Design sipo_frame_ctrl, sky130hd; sources not shown.
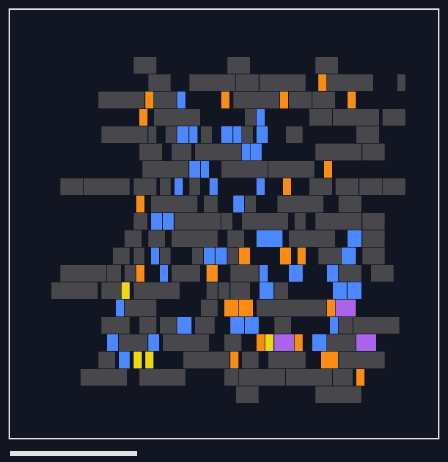
Fig. 1. Logic cells by family.
Scale bar: 20 um.
legend:
  blue:
    family: NAND gates
    cells: 39
  orange:
    family: NOR gates
    cells: 22
    most_used: nor2_1
  purple:
    family: XOR/XNOR gates
    cells: 3
    most_used: xor2_1
  yellow:
    family: inverters
    cells: 4
    most_used: inv_1
most numerous logic cell after layout: dfxtp_1
non-filler instance count after layout: 221
logic share of the area: 42.0%

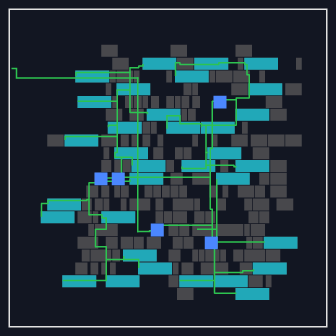
Fig. 2. Routed clock nets over the placement.
legend:
  green:
    item: clock wires
    length: 422 um
  blue:
    item: cells driving clock nets
    count: 5
  cyan:
    item: flip-flops
    count: 33
routed clock nets: 6
clock power share: 42.7%
clk_lat worst skew: 0.33 ns
clock skew: 0.0109 ns
P_clk: 0.000256 W

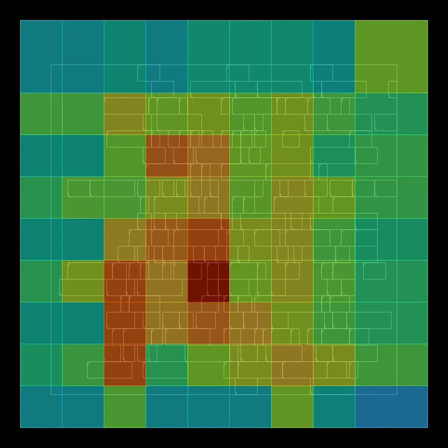
Fig. 3. Congestion heat map.
M3 GR Usage: 5.32%
WL per Instance: 13.3 um

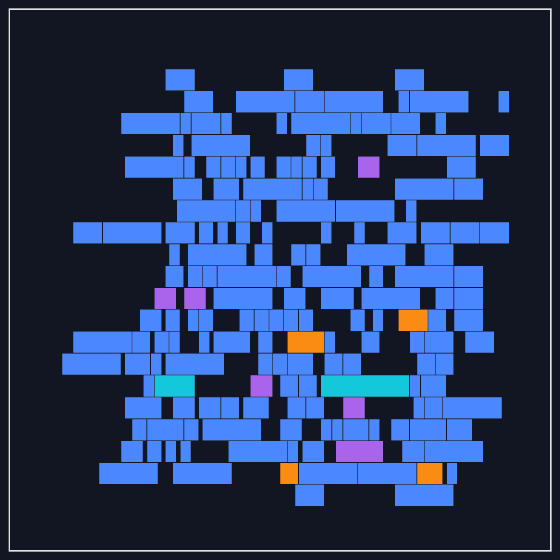
Fig. 4. Cell sizes after repair.
legend:
  cyan:
    size: drive 6 and up
    cells: 2
  orange:
    size: drive 2
    cells: 4
  blue:
    size: drive 1 or less
    cells: 165
  purple:
    size: drive 3 to 4
    cells: 6
layout overhead on the synthesized area: 18.3%
bufs w/o clock: 17
Worst Slack Setup Final: 2.12 ns
Final Cell Area: 1700 um2

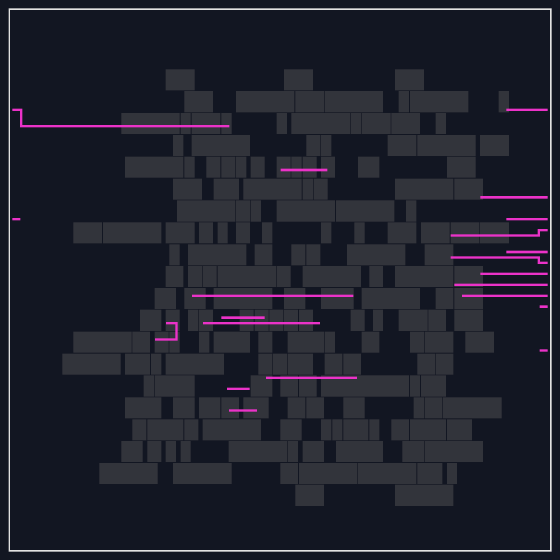
Fig. 5. Met3 routing.
Cells faint in the background.
longest straight run: 25.8 um
nets with wire on the layer: 19
share of all routed wire: 5.9%
main direction: horizontal
wire length on this layer: 175 um
Routed WL: 2940 um
Vias: 1176

==> GITHUB_STEP_SUMMARY <==
## Implementation flow summary

| Metric | Value |
|---|---|
| Adder share | 3.48% |
| Maximum clock frequency | 505 MHz |
| Worst reg2reg setup slack | 2.23 ns |
| Post-synth EDFFs | 0 |
| Count of TritonRoute iterations in the first routing pass | 4 |
| Nets@finish | 185 |
| Power per Cell Area | 352 nW/um2 |
| Reg clk slew, reported paths | 0.11 ns |
| Flop share of the area | 38.9% |
| Ports | 19 |
| RSZ-0062 raised after global routing | false |
| Crit path required time | 4.32 ns |
| Tap cell count | 44 |
| Post-synth net total | 170 |
| Setup bufs post-CTS | 0 |
| RePlAce Congestion | 0.775 |
| Grt total ovfl | 0 |
| CP max stage cell | or4_1 |
| R2r worst-path depth | 4 |
| Sequential share of power | 53.8% |
| #FFs+latches synth | 33 |
| Yosys chip area | 1440 um2 |
| CTS Buf Count | 5 |
| DP Cell Count | 213 |
| Fin crit period | 1.98 ns |
| CTS tree | yes |
| Yosys simple share | 24.5% |
| Top logic family | simple AND/OR/NAND/NOR gates |
| Pin count of the biggest net entering global routing | 19 |
| Final worst-path cycle share | 48.3% |
| Setup WS pre-CTS | 1.78 ns |
| Comb. cell area | 714 um2 |
| Buffer share of cell area | 10.0% |
| WHS | 0.498 ns |
| Post-Place Cell Area | 1620 um2 |
| Mapped Cells | 161 |
| XOR-XNOR Cells, Area Fraction | 1.83% |
| Worst-margin pin slew | 0.718 ns |
| Comb_multi_in | 115 |
| Vias per inst | 5.32 |
| Critical-path cell list | clkdlybuf4s50_1 > nand4bb_1 > or4_1 > o21ai_4 > o21ai_2 |
| Syn. warnings | 0 |
| Critical Path Fanout Max | 8 |
| Post_cts resized | 0 |
| Port bufs | 17 |
| Die area | 4510 um2 |
| Tot GR Track Use | 14.6% |
| Most frequent cells after synthesis | 33 x dfxtp_1, 16 x nor2_1, 14 x a21oi_1, 14 x nand2_1, 14 x nand3_1 |
| Critical path depth | 5 |
| Clock Sinks | 33 |
| Max layer used | met4 |
| WL met1 | 1350 um |
| DR WL met3 | 174 um |
| Relative max-transition margin | 52.2% |
| Register Area | 661 um2 |
| Dominant logic cell types in the final layout | 33 x dfxtp_1, 17 x clkdlybuf4s50_1, 16 x nor2_1 |
| Crit-path max cell delay | 0.71 ns |
| Post-synth top area share | 46.0% |
| Worst setup EP type | flop |
| Die height | 67.2 um |
| Sequential area share after synthesis | 46.0% |
| Clkbuf count | 7 |
| Internal power | 0.000475 W |
| Final Hold Viols | 0 |
| 1st-iter DRT viols | 74 |
| Tot Pwr | 0.000599 W |
| Flip-flops | 33 |
| Sw frac | 20.7% |
| First-pass GRT wire length | 4940 um |
| Ys async rst share | 0% |
| Psw | 0.000124 W |
| Largest class | logic gates |
| Hold_buf cts | 0 |
| Slew Limit Fails | 0 |
| Yosys aoi share | 13.3% |
| Main flop type | dfxtp_1 |
| Nonclk inv count | 4 |
| Max VDD drop | 0.204 mV |
| Final core utilization | 54.8% |
| Clock-cell share of area | 5.00% |
| Top Consumer | registers |
| Critical path buffers and inverters | 1 |
| Clk buf depth | 2 |
| Fin Setup TNS | 0 ns |
| Number of global-route vias before repair | 1103 |
| Initial Utilization | 46.3% |
| Crit path max-delay family | simple AND/OR/NAND/NOR gates |
| Share of layout cells above drive strength 1 | 6.78% |
| Static leakage | 0.650 nW |
| H-tree levels | 2 |
| M1 GR Usage | 17.6% |
| Max_cap viols | 0 |
| Syn Area/Cell | 8.93 um2 |
| OpenROAD warnings | 27 |
| Core Box Area | 3100 um2 |
| Global routing usage on met2 | 23.1% |
| Cell taking the most area after synthesis | dfxtp_1 |
| Drc violations | 0 |
| Combinational Power | 0.0000210 W |
| Top cells by area | dfxtp_1 46%, mux2i_1 6.3%, a21oi_1 4.9% |
| Layout fillers | 312 |
| Sequential Power | 0.000323 W |
| Crit path DAT | 2.20 ns |
| Cell Type Count | 40 |
| Outcome | finished, final reports clean |
| Hold Path Cell Cnt | 2 |
| Met2 wire len | 1380 um |
| Max FFs per register | 8 |
| Global route hottest layer | met2 |
| Critical path type | primary input to flop |
| Final-report setup violation count | 0 |
| Ys cells | 161 |
| Placed wire-length estimate | 2110 um |
| # diodes | 0 |
| MUX share of area | 6.27% |
| Startpoint types | primary input |
| Synth top cell by count | dfxtp_1 |
| Combinational share of power | 3.5% |
| Antenna viol nets, final | 0 |
| Die span in x | 67.2 um |
| Mapped Area | 1440 um2 |
| HP Class | flop to flop |
| Root Driver | clkbuf_4 |
Power and IR drop assume default switching activity.
